==> run_1/ff_map.png <==
Scale bar: 20 µm. Other sequential cells in the stronger gray, the rest of the logic in the fainter gray.
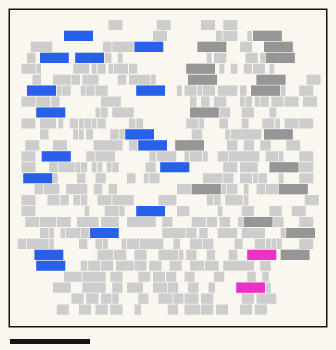
==> run_1/class_map.png <==
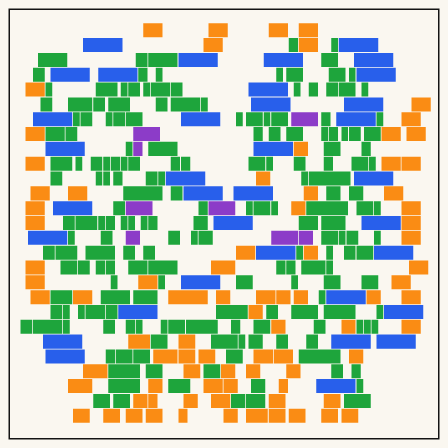
==> run_1/m3.png <==
Scale bar: 20 µm.
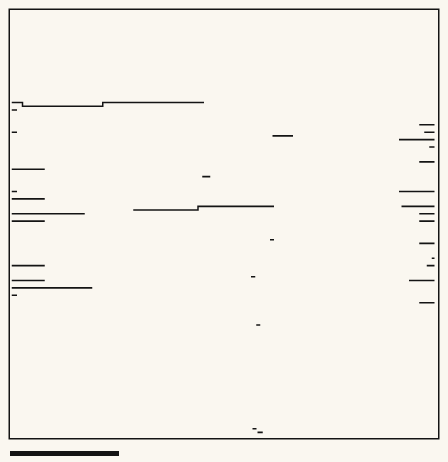
==> run_1/placed.png <==
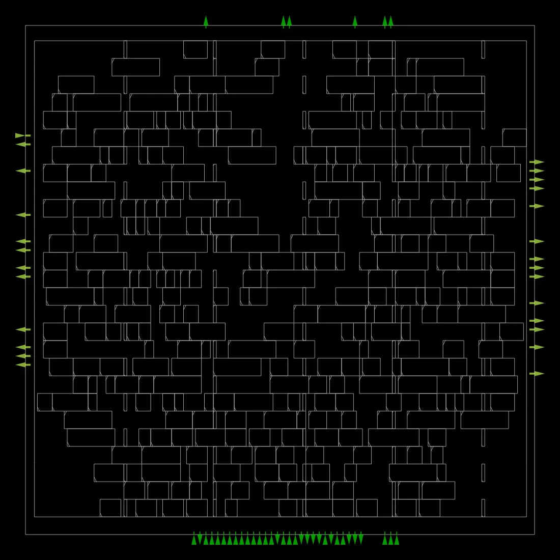
==> src/rtl/pipe_hazard_ctrl.sv <==
`default_nettype none
// ============================================================================
// Module      : pipe_hazard_ctrl
// Description : Stall/flush sequencing for the 5-stage core: load-use, I/D
//               memory waits, taken-branch redirects, halt; perf counters.
// Revision    : 1.0 - initial release
// ============================================================================
module pipe_hazard_ctrl #(
    parameter int CNT_W = 16
) (
    input  logic             CLK,
    input  logic             RST,
    input  logic             ihit,
    input  logic             dhit,
    input  logic             dmem_req_ex_mem,
    input  logic             memread_id_ex,
    input  logic [4:0]       regdest_id_ex,
    input  logic [4:0]       rs_if_id,
    input  logic [4:0]       rt_if_id,
    input  logic             branch_taken_ex_mem,
    input  logic             halt_mem_wb,
    output logic             pc_en,
    output logic             if_id_en,
    output logic             id_ex_en,
    output logic             ex_mem_en,
    output logic             mem_wb_en,
    output logic             if_id_flush,
    output logic             id_ex_flush,
    output logic             ex_mem_flush,
    output logic             halt,
    output logic [CNT_W-1:0] stall_cnt,
    output logic [CNT_W-1:0] flush_cnt
);

    typedef enum logic [1:0] {
        ST_RUN   = 2'd0,
        ST_DWAIT = 2'd1,
        ST_HALT  = 2'd2
    } state_t;

    state_t           r_state;
    state_t           w_state_next;
    logic             r_halt;
    logic [CNT_W-1:0] r_stall_cnt;
    logic [CNT_W-1:0] r_flush_cnt;

    logic w_load_use;
    logic w_resolve;
    logic w_redirect;
    logic w_stall_inc;
    logic w_pc_en, w_if_id_en, w_id_ex_en, w_ex_mem_en, w_mem_wb_en;
    logic w_if_id_flush, w_id_ex_flush, w_ex_mem_flush;

    // $zero is hardwired, so a load targeting it never creates a dependency
    assign w_load_use = memread_id_ex && (regdest_id_ex != 5'd0) &&
                        ((regdest_id_ex == rs_if_id) || (regdest_id_ex == rt_if_id));

    always_comb begin
        w_state_next   = r_state;
        w_resolve      = 1'b0;
        w_redirect     = 1'b0;
        w_pc_en        = 1'b0;
        w_if_id_en     = 1'b0;
        w_id_ex_en     = 1'b0;
        w_ex_mem_en    = 1'b0;
        w_mem_wb_en    = 1'b0;
        w_if_id_flush  = 1'b0;
        w_id_ex_flush  = 1'b0;
        w_ex_mem_flush = 1'b0;

        if (RST) begin
            w_state_next   = ST_RUN;
            w_if_id_flush  = 1'b1;
            w_id_ex_flush  = 1'b1;
            w_ex_mem_flush = 1'b1;
        end else begin
            case (r_state)
                ST_RUN: begin
                    if (halt_mem_wb)
                        w_state_next = ST_HALT;
                    else if (dmem_req_ex_mem && !dhit)
                        w_state_next = ST_DWAIT;
                    else
                        w_resolve = 1'b1;
                end
                ST_DWAIT: begin
                    if (dhit) begin
                        w_state_next = ST_RUN;
                        w_resolve    = 1'b1;
                    end
                end
                default: w_state_next = ST_HALT;
            endcase

            // Shared by a free-running RUN cycle and the DWAIT release cycle
            if (w_resolve) begin
                w_if_id_en  = 1'b1;
                w_id_ex_en  = 1'b1;
                w_ex_mem_en = 1'b1;
                w_mem_wb_en = 1'b1;
                if (branch_taken_ex_mem) begin
                    w_redirect     = 1'b1;
                    w_pc_en        = 1'b1;
                    w_if_id_flush  = 1'b1;
                    w_id_ex_flush  = 1'b1;
                    w_ex_mem_flush = 1'b1;
                end else if (w_load_use) begin
                    w_if_id_en    = 1'b0;
                    w_id_ex_flush = 1'b1;
                end else if (!ihit) begin
                    w_if_id_flush = 1'b1;
                end else begin
                    w_pc_en = 1'b1;
                end
            end
        end
    end

    assign w_stall_inc = (r_state != ST_HALT) && !w_pc_en;

    always_ff @(posedge CLK) begin
        if (RST) begin
            r_state     <= ST_RUN;
            r_halt      <= 1'b0;
            r_stall_cnt <= '0;
            r_flush_cnt <= '0;
        end else begin
            r_state <= w_state_next;
            r_halt  <= (w_state_next == ST_HALT);
            if (w_stall_inc && (r_stall_cnt != '1))
                r_stall_cnt <= r_stall_cnt + CNT_W'(1);
            if (w_redirect && (r_flush_cnt != '1))
                r_flush_cnt <= r_flush_cnt + CNT_W'(1);
        end
    end

    assign pc_en        = w_pc_en;
    assign if_id_en     = w_if_id_en;
    assign id_ex_en     = w_id_ex_en;
    assign ex_mem_en    = w_ex_mem_en;
    assign mem_wb_en    = w_mem_wb_en;
    assign if_id_flush  = w_if_id_flush;
    assign id_ex_flush  = w_id_ex_flush;
    assign ex_mem_flush = w_ex_mem_flush;
    assign halt         = r_halt;
    assign stall_cnt    = r_stall_cnt;
    assign flush_cnt    = r_flush_cnt;

endmodule
`default_nettype wire

==> config.mk <==
export PLATFORM = sky130hd
export DESIGN_NAME = pipe_hazard_ctrl
export DESIGN_NICKNAME = d
export VERILOG_FILES = /design/src/rtl/pipe_hazard_ctrl.sv
export SDC_FILE = /design/constraint.sdc
export NUM_CORES = 1
export LEC_CHECK = 0
export ABC_CLOCK_PERIOD_IN_PS = 2400
export CORE_UTILIZATION = 35
export CTS_BUF_LIST = sky130_fd_sc_hd__clkbuf_4 sky130_fd_sc_hd__clkbuf_8 sky130_fd_sc_hd__clkbuf_16
export DETAILED_ROUTE_END_ITERATION = 10
export SLEW_MARGIN = 20
export SYNTH_ARGS = -nofsm -noshare
export SYNTH_HDL_FRONTEND = slang
export SYNTH_SLANG_ARGS = --single-unit
==> constraint.sdc <==
create_clock -name CLK -period 2.4 [get_ports CLK]
set_input_delay 0.48 -clock CLK [delete_from_list [all_inputs] [get_ports CLK]]
set_output_delay 0.48 -clock CLK [all_outputs]
set_load 0.02 [all_outputs]
==> results.txt, run 1 <==
flow finished, numbers: status completed, ANT nets after route 0, Nets 341, WL final 4850 µm, min Tclk post-route 2.35 ns, Hold Crit Endpoint stall_cnt[14], post-DR wirelength/cell 12.5 µm, post-layout period usage of the worst path 97.9%, DR DRC count 0, share of layout cells above drive strength 1 24.6%, synth top area cells dfxtp_1 (34%), nor2_1 (6.2%), xnor2_1 (6.0%), # Cells Yosys 235, # rows 27, Tightest Pin Transition 0.506 ns, Distinct cells, synth 43, Syn Inst Count 235, Clock Pin Slew Worst Setup and Hold Paths 0.07 ns, Synth Cell Area 2050 µm², Post-synth ARST share 0%, synth warn 0, Hold Violations, Final 0, vias in the first global route 1822, number of instances in the placed design 380, CP arrival 1.87 ns, Final Max Tran Viols 0, leading area contributor after synthesis dfxtp_1, initial antenna violation count 0, Slew headroom 66.0%, H-tree levels 2, max-cap violation count 0, crit path kind in2out, Non-Filler Instances 389, Die Size 6170 µm², Global Route Usage Sum 16.7%, CTS tree done, DP Worst Slack -0.728 ns, Insertion Delay late pin 0.28 ns, post-layout util 54.6%, root buffer cell clkbuf_8, IO Pins 64, Die X 78.5 µm, HPWL Detailed 3520 µm, Remaining Overflow, GRT 0, setup ws final 0.0498 ns, count of library flops with an enable pin 0, Mean Syn Cell Area 8.72 µm², #FFs+latches synth 35, fmax 0.426 GHz, number of port buffers 63, DRT Pass-1 Iters 4, Vias per Instance 4.80, Area leader share 34.2%, HP Start stall_cnt[14], RR Startpoint r_state[0], first-pass GRT wire length 8310 µm, capture point of the worst reg-to-reg path flush_cnt[7], yosys stat area 2050 µm², maximum buffer depth of the clock tree 2, Worst Skew 0.00515 ns, hold_ws 0.506 ns, Hold Crit Depth 2, Post-synth top flop dfxtp_1, Min-Delay Path Class reg2reg, RePlAce Congestion 0.793, flop2flop setup slack 0.26 ns, initial drt markers 50, die height 78.5 µm, worst endpoint required time 1.92 ns, Pwr Density 416 nW/µm², P_leak 1.20 nW, P&R area growth vs syn 48.4%, Post-synth seq share 34.2%, CTS Sinks 35, Log Warnings 27, Peak VDD IR 0.255 mV, CP startpoint kind primary input, setup tns final 0 ns, Final Setup Violations 0, Antenna Cells 0, Setup crit end kind primary output, vias post-DR 1866, total CTS buffers 5, fp_density 36.8%, largest net degree at the start of global routing 50, Mapped Nets 260, R2R cell count 8, crit path max fanout 4, most frequent logic cell in the layout clkdlybuf4s50_1, most frequent cells in the layout clkdlybuf4s50_1 (36), dfxtp_1 (35), nor2_1 (34)
Back to the opening pictures, ff_map.png:
Key: r_state = magenta [placed flops 2]; stall_cnt = blue [placed flops 16]
Another 17 sequential cells are not colored.

Back to the opening pictures, class_map.png:
Key: clock drivers and dummy loads = purple [cells 8, share of their area 3.0%]; registers = blue [cells 35, share of their area 24%]; remaining logic cells = green [cells 191, share of their area 47%]; remaining buffers and delay cells = orange [cells 83, share of their area 26%]

Back to the opening pictures, m3.png:
The longest straight run is 18.4 µm. 29 nets have wire on it. The layer holds 3.5% of the routed length. The layer carries 169 µm of wire. The wires run mostly horizontal.

Back to the opening pictures, placed.png:
core footprint: 5570 µm²
fraction of area in registers: 23.0%

-- run 1: kinds of logic (layout without fill, tap and decap cells) --
group | count (synthesis) | in the layout | synth area share, %
AOI/OAI and AO/OA | 17 | 17 | 5.49
xor gates and xnor gates | 25 | 25 | 10.7
adders and majority gates | 2 | 2 | 1.22
buffers and inverters | 11 | 93 | 2.81
DFF | 35 | 35 | 34.2
muxes | 14 | 14 | 8.91
and+or+nand+nor | 131 | 131 | 36.7
-- run 1: per-layer routing --
| metal | track usage (%) | vias to the layer above | wire (µm) |
|---|---|---|---|
| met1 | 21.6 | 846 | 2330 |
| met2 | 27.4 | 34 | 2280 |
| met4 | 5.56 | 0 | 80 |
| met5 | 0 | - | 0 |
| met3 | 3.60 | 9 | 169 |
| li1 | - | 977 | - |
-- run 1: synth_stat cells (all sizes together) (4+ instances only) --
| cell | instances |
|---|---|
| nor2 | 39 |
| dfxtp | 35 |
| nand2 | 20 |
| nor2b | 15 |
| xnor2 | 14 |
| mux2 | 13 |
| nand3 | 12 |
| xor2 | 11 |
| nand4 | 10 |
| nor3 | 10 |
| a21oi | 8 |
| nor4 | 7 |
| clkbuf | 5 |
| buf | 4 |
| nand2b | 4 |
-- run 1: critical path, stage by stage --
cell and delay, ns:
dlygate4sd2_1 0.26, buf_6 0.13, xnor2_2 0.14, nand3_1 0.10, o22ai_2 0.23, nand2b_4 0.10, buf_4 0.14, o21a_1 0.17
buf_6 0.13
-- run 1: metrics by stage --
stage          cell area (µm²)  power, mW
6_report                  3040       1.27
5_1_grt                   3040       1.34
4_1_cts                   3000       1.28
3_5_place_dp              2880      0.848
3_3_place_gp              2880      0.845
2_1_floorplan             2060      0.736
-- run 1: power by group --
part | switching (mW) | internal (mW)
registers | 0.0128 | 0.591
clock network | 0.212 | 0.214
logic | 0.115 | 0.122
-- run 1: sequential cells by signal, summed over array words and instances (netlist names) --
signal,flops
flush_cnt,16
halt,1
r_state,2
stall_cnt,16
-- run 1: final cells by class --
class,instances,area (µm²)
clock buffers,6,76.3
clock inverters,2,12.5
fillers,550,2530
inverters,2,7.51
multi-input cells,189,1390
flip-flops and latches,35,701
well taps,72,90.1
repair buffers,83,768
-- run 1: how the worst max path moves through the flow --
stage / startpoint / end / slack, ns / cells past startpoint
floorplan: RST / stall_cnt[0] / 0.03 / 7
global placement: regdest_id_ex[1] / pc_en / -0.67 / 7
detailed placement: regdest_id_ex[1] / pc_en / -0.73 / 7
CTS: regdest_id_ex[1] / pc_en / -0.05 / 7
global route: regdest_id_ex[4] / pc_en / -0.01 / 7
finish: regdest_id_ex[4] / if_id_en / 0.05 / 9
-- run 1: repair_timing --
| item | in CTS | in global routing |
|---|---|---|
| pin swaps | 7 | 14 |
| gates resized | 50 | 18 |
| setup endpoints to repair | 11 | 7 |
| buffers inserted | 1 | 0 |
| hold buffers | 0 | 0 |
==> run_1/util_map.png <==
The die is cut into 8 by 8 equal tiles; white is low, dark blue is high, 0 to 100% covered.
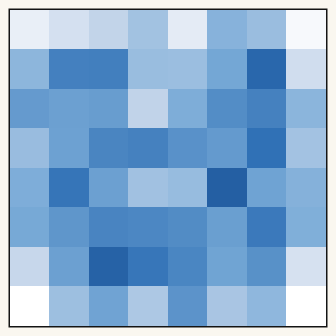

## Run 2: what changed since run 1
--- a/config.mk
+++ b/config.mk
@@ -6,9 +6,10 @@
 export NUM_CORES = 1
 export LEC_CHECK = 0
 export ABC_CLOCK_PERIOD_IN_PS = 2400
-export CORE_UTILIZATION = 35
+export CORE_UTILIZATION = 47
 export CTS_BUF_LIST = sky130_fd_sc_hd__clkbuf_4 sky130_fd_sc_hd__clkbuf_8 sky130_fd_sc_hd__clkbuf_16
 export DETAILED_ROUTE_END_ITERATION = 10
+export PLACE_DENSITY = 0.81
 export SLEW_MARGIN = 20
 export SYNTH_ARGS = -nofsm -noshare
 export SYNTH_HDL_FRONTEND = slang
==> run_2/util_map.png <==
The die is cut into 7 by 7 equal tiles; white is low, dark blue is high, 0 to 100% covered.
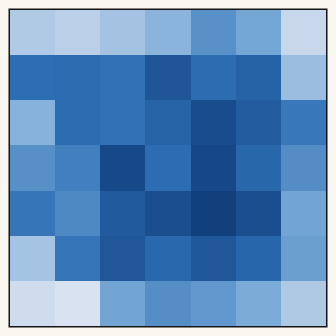
The mean over all tiles is 64%. The fullest tile reaches 94%. 43% of the tiles are over 75% full. The densest ninth of the die: center. The emptiest ninth of the die: lower left.

==> results.txt, run 2 <==
flow finished, numbers: Final Setup Violations 0 (unchanged), ANT nets after route 0 (unchanged), Area leader share 34.2% (unchanged), Die Size 4630 µm² (-25%), Remaining Overflow, GRT 0 (unchanged), most frequent logic cell in the layout clkdlybuf4s50_1, root buffer cell clkbuf_8, met2 Usage GRT 38.6% (+11 points), Pwr Density 451 nW/µm² (+8.4%), Global Route Usage Sum 20.9% (+4.2 points), leading area contributor after synthesis dfxtp_1, P&R area growth vs syn 48.1%, RR Startpoint r_state[0], max-cap violation count 0 (unchanged), crit path kind in2out, CTS tree done, maximum buffer depth of the clock tree 2 (unchanged), Min-Delay Path Class reg2reg, Syn Inst Count 235 (unchanged), most frequent cells in the layout clkdlybuf4s50_1 (38), dfxtp_1 (35), nor2_1 (34), Mean Syn Cell Area 8.72 µm² (unchanged), min Tclk post-route 2.40 ns (+0.0471 ns), Sw Ratio 25.2% (-1.6 points), Hold Crit Endpoint stall_cnt[14], Post-synth seq share 34.2% (unchanged), Peak VDD IR 0.261 mV (+2.3%), Worst Skew 0.00595 ns (+0.000806 ns), CTS Sinks 35 (unchanged), die height 68.0 µm (-13%), Log Warnings 27 (unchanged), Final Max Tran Viols 0 (unchanged), gr busiest metal met2, synth warn 0 (unchanged), Post-CTS Setup Bufs 0 (-1), vias post-DR 1929 (+3.4%), Insertion Delay late pin 0.28 ns (about the same), P_leak 1.23 nW (+2.2%), Switch Pwr 0.345 mW (+1.7%), # Cells Yosys 235 (unchanged), initial drt markers 77 (+54%), hold buffer count at cts 0 (unchanged), largest net degree at the start of global routing 47 (-6.0%), Tightest Pin Transition 0.495 ns (-0.0103 ns), top cells by count, synth dfxtp_1 (35), nor2_1 (34), nand2_1 (20), Synth Cell Area 2050 µm² (unchanged), GRT met1 Usage 23.2% (+1.5 points), Hold Crit Depth 2 (unchanged), post-DR wirelength/cell 13.1 µm (+4.8%), hold_ws 0.509 ns (+0.00328 ns), GR Util met3 4.50% (+0.90 points), number of port buffers 63 (unchanged), Int Pwr 1.02 mW (+10%), DRT Pass-1 Iters 4 (unchanged), status completed, Die X 68.0 µm (-13%), RePlAce Congestion 0.805 (+1.5%), WL final 4780 µm (-1.4%), vias in the first global route 1723 (-5.4%), most numerous cell in the Yosys netlist dfxtp_1, Setup crit end kind primary output, first-pass GRT wire length 7370 µm (-11%), crit path max fanout 4 (unchanged), Clk network pwr share 38.4% (+4.7 points), total CTS buffers 5 (unchanged), initial antenna violation count 0 (unchanged), R2R cell count 7 (-1), DR DRC count 0 (unchanged), HPWL Detailed 3440 µm (-2.2%), fp_density 50.2% (+13 points), Mapped Nets 260 (unchanged), Antenna Cells 0 (unchanged), # rows 23 (-15%), synth top area cells dfxtp_1 (34%), nor2_1 (6.2%), xnor2_1 (6.0%), Slew headroom 66.7% (+0.69 points), HP Start stall_cnt[14], combinational power share 17.5% (-1.2 points), CP startpoint kind primary input, flop2flop setup slack 0.25 ns (about the same), Post-synth ARST share 0% (unchanged), core footprint 4090 µm² (-27%), Vias per Instance 5.27 (+9.9%), fmax 0.417 GHz (-2.0%), Hold Violations, Final 0 (unchanged), #FFs+latches synth 35 (unchanged), Clock Pin Slew Worst Setup and Hold Paths 0.07 ns (about the same), post-layout util 74.3% (+20 points), Nets 340 (-0.29%), IO Pins 64 (unchanged), crit path from regdest_id_ex[2], share of layout cells above drive strength 1 23.4% (-1.2 points), worst endpoint required time 1.92 ns (about the same)
[run 2: netlist changes by cell type in the layout (fill, tap and decap cells not counted), sizes merged]
cell,change
bufinv,+1
clkbuf,-3
clkdlybuf4s15,+1
clkdlybuf4s50,+2
clkinv,+1
clkinvlp,-1
dlygate4sd1,+3
dlygate4sd2,-9
dlymetal6s2s,+4
[run 2: power by group through the flow]
stage / logic, mW / clock network, mW / registers [mW]
2_1_floorplan: 0.110 / 0 / 0.626
3_3_place_gp: 0.228 / 0 / 0.616
3_5_place_dp: 0.232 / 0 / 0.617
4_1_cts: 0.232 / 0.542 / 0.604
5_1_grt: 0.256 / 0.576 / 0.606
6_report: 0.239 / 0.526 / 0.604
[run 2: cell type report]
cell class / count / area (µm²)
Multi-Input combinational cell: 189 / 1370
Fill cell: 319 / 1050
Tap cell: 50 / 62.6
Timing Repair Buffer: 82 / 778
Clock inverter: 3 / 43.8
Clock buffer: 5 / 68.8
Sequential cell: 35 / 701
Inverter: 2 / 7.51
[run 2: how the worst max path moves through the flow]
| stage | end | slack [ns] | cells after the start |
|---|---|---|---|
| finish | pc_en | 0.003 | 7 |
| detailed placement | pc_en | -0.71 | 7 |
| CTS | pc_en | -0.006 | 7 |
| floorplan | stall_cnt[0] | 0.03 | 7 |
| global placement | pc_en | -0.65 | 7 |
| global route | pc_en | -0.04 | 7 |
[run 2: per-layer routing]
layer / routed length [µm] / vias to the layer above
met3: 199 / 10
li1: - / 977
met1: 2050 / 895
met2: 2430 / 47
met5: 0 / -
met4: 101 / 0
[run 2: cell families (layout without fill, tap and decap cells)]
kind of cell | after synthesis | count (layout) | synth area share (%)
simple gates | 131 | 131 | 36.7
compound gates | 17 | 17 | 5.49
fa+ha+maj | 2 | 2 | 1.22
buf+inv | 11 | 92 | 2.81
xor+xnor | 25 | 25 | 10.7
flops | 35 | 35 | 34.2
mux | 14 | 14 | 8.91
[run 2: critical path, cell delays in order]
cell and delay [ns]:
clkdlybuf4s15_1 0.18, or4_4 0.53, o21ai_4 0.15, nand2b_4 0.16
a21oi_2 0.06, nor3_2 0.18, buf_4 0.17
[run 2: what timing repair did]
item | in CTS | in global routing
resized | 51 | 16
pin swaps | 6 | 12
setup endpoints to repair | 9 | 11
[run 2: stage by stage]
stage	area (µm²)	total power [mW]	setup slack (ns)	std cells	setup TNS (ns)
after global routing	3040	1.44	-0.0373	366	-0.0772
after floorplan	2060	0.736	0.0346	235	0
after detailed placement	2850	0.849	-0.707	358	-9.13
final	3040	1.37	0.00269	366	0
after global placement	2850	0.845	-0.652	358	-8.34
after CTS	2970	1.38	-0.00551	366	-0.00551
==> run_2/m3.png <==
Scale bar: 20 µm.
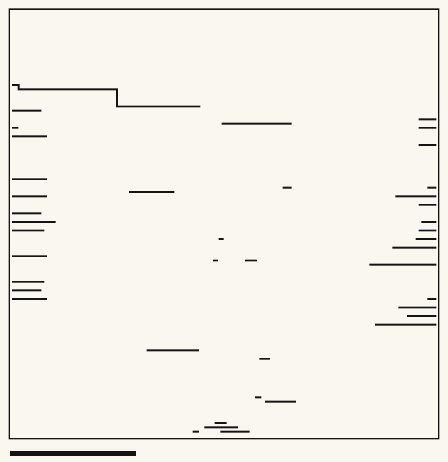

## Run 3: what changed since run 2
--- a/config.mk
+++ b/config.mk
@@ -9,6 +9,7 @@
 export CORE_UTILIZATION = 47
 export CTS_BUF_LIST = sky130_fd_sc_hd__clkbuf_4 sky130_fd_sc_hd__clkbuf_8 sky130_fd_sc_hd__clkbuf_16
 export DETAILED_ROUTE_END_ITERATION = 10
+export MAX_ROUTING_LAYER = met4
 export PLACE_DENSITY = 0.81
 export SLEW_MARGIN = 20
 export SYNTH_ARGS = -nofsm -noshare
==> run_3/m3.png <==
Scale bar: 20 µm.
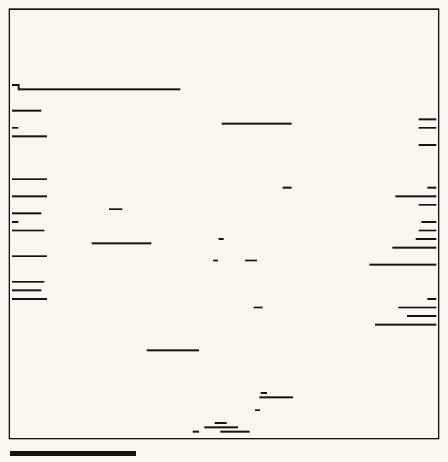
38 nets have wire on it. The layer holds 4.0% of the routed length.

==> results.txt, run 3 <==
flow finished, numbers: status completed, initial drt markers 77 (unchanged), share of layout cells above drive strength 1 23.4% (unchanged), DRT Pass-1 Iters 4 (unchanged), post-route design area 3040 µm² (unchanged), vias post-DR 1929 (unchanged), Final Max Tran Viols 0 (unchanged), maximum buffer depth of the clock tree 2 (unchanged), Vias per Instance 5.27 (unchanged), post-DR wirelength/cell 13.0 µm (-0.23%), worst endpoint required time 1.92 ns (about the same), most frequent logic cell in the layout clkdlybuf4s50_1, total CTS buffers 5 (unchanged), Setup crit end kind primary output, # rows 23 (unchanged), Mean Syn Cell Area 8.72 µm² (unchanged), fmax 0.417 GHz (about the same), WL final 4770 µm (-0.23%), synth warn 0 (unchanged), Antenna Cells 0 (unchanged), aoi share 5.49% (unchanged), Slowest-stage cell, CP or4_4, Area leader share 34.2% (unchanged), Remaining Overflow, GRT 0 (unchanged), Clock Pin Slew Worst Setup and Hold Paths 0.07 ns (about the same), CP arrival 1.92 ns, Die Size 4630 µm² (unchanged), most frequent cells in the layout clkdlybuf4s50_1 (38), dfxtp_1 (35), nor2_1 (34), DP Worst Slack -0.707 ns (unchanged), Post-synth seq share 34.2% (unchanged), die height 68.0 µm (unchanged), vias in the first global route 1724 (+0.058%), crit path cell chain clkdlybuf4s15_1, or4_4, o21ai_4, nand2b_4, a21oi_2, nor3_2, buf_4, HP Start stall_cnt[14], Post-synth ARST share 0% (unchanged), hold buffer count at cts 0 (unchanged), ANT nets after route 0 (unchanged), number of instances in the placed design 358 (unchanged), Worst Skew 0.00585 ns (-0.000108 ns), first-pass GRT wire length 7350 µm (-0.28%), core footprint 4090 µm² (unchanged), Slew headroom 66.6% (-0.087 points), crit path max fanout 4 (unchanged), initial antenna violation count 0 (unchanged), Synth Cell Area 2050 µm² (unchanged), fp_density 50.2% (unchanged), RePlAce Congestion 0.816 (+1.5%), #FFs+latches synth 35 (unchanged), max-cap violation count 0 (unchanged), Syn Inst Count 235 (unchanged), root buffer cell clkbuf_8, RR Startpoint r_state[0], DR DRC count 0 (unchanged), Log Warnings 27 (unchanged), Tot Pwr 1.37 mW (about the same), Die X 68.0 µm (unchanged), DP Area 2850 µm² (unchanged), number of port buffers 63 (unchanged), Mux area share 8.91% (unchanged), CTS tree done, CTS Sinks 35 (unchanged), post-layout util 74.3% (unchanged), Crit path max-delay family simple AND/OR/NAND/NOR gates, setup tns final 0 ns (unchanged), Pwr Density 451 nW/µm² (about the same), P_leak 1.23 nW (unchanged), P&R area growth vs syn 48.1% (unchanged), Nets 340 (unchanged), min Tclk post-route 2.40 ns (+0.000175 ns), Peak VDD IR 0.261 mV (about the same), Insertion Delay late pin 0.28 ns (about the same), slowest cell delay on critical path 0.53 ns (about the same), WP buf/inv 2 (unchanged), Mapped Nets 260 (unchanged), leading area contributor after synthesis dfxtp_1, crit path from regdest_id_ex[2], setup ws final 0.00252 ns (-0.000175 ns), most numerous cell in the Yosys netlist dfxtp_1, Post-CTS Setup Bufs 0 (unchanged), Tightest Pin Transition 0.497 ns (+0.00130 ns)
-- run 3: cell counts after synthesis --
Identical to the previous run, type by type.
-- run 3: path summary, 6_finish.rpt --
check                  endpoint  slack [ns]  depth (start not counted)
setup reg to reg   flush_cnt[9]        0.25                          7
setup / recovery          pc_en       0.003                          7
hold / removal    stall_cnt[14]        0.51                          2
hold reg to reg   stall_cnt[14]        0.51                          2
-- run 3: layout make-up --
class                           instances  area, µm²  share of cell area (%)
Timing Repair Buffer                   82        778                    25.6
Sequential cell                        35        701                    23.1
Clock inverter                          3       43.8                    1.44
Tap cell                               50       62.6                    2.06
Multi-Input combinational cell        189       1370                    45.3
Clock buffer                            5       68.8                    2.27
Inverter                                2       7.51                   0.247
-- run 3: logic make-up after synthesis --
family / after synthesis
buf+inv: 11
simple gates: 131
fa+ha+maj: 2
mux: 14
compound gates: 17
xor+xnor: 25
flops: 35
-- run 3: where the power goes --
group | internal (mW) | switching (mW) | leakage [nW]
combinational | 0.124 | 0.115 | 0.884
sequential | 0.591 | 0.0129 | 0.283
clock | 0.309 | 0.217 | 0.0581
-- run 3: metal layers --
layer	share of wire, %	vias to the layer above	GRT usage (%)
met1	43	892	23.2
met5	0	-	-
li1	-	976	-
met2	51	49	38.6
met4	2.4	0	7.81
met3	4.0	12	4.33
-- run 3: what timing repair did --
action                                  in CTS  in global routing
pin swaps                                    6                 12
endpoints found under the setup margin       9                 11
gates resized                               51                 16
-- run 3: worst reg2reg max path: cells and delay by family, from the launching register on --
family | cells | cell delay, ns
buf+inv | 1 | 0.18
xor+xnor | 1 | 0.18
compound gates | 1 | 0.24
simple gates | 4 | 1.07
flops | 1 | 0.36
Power and IR drop assume default switching activity.
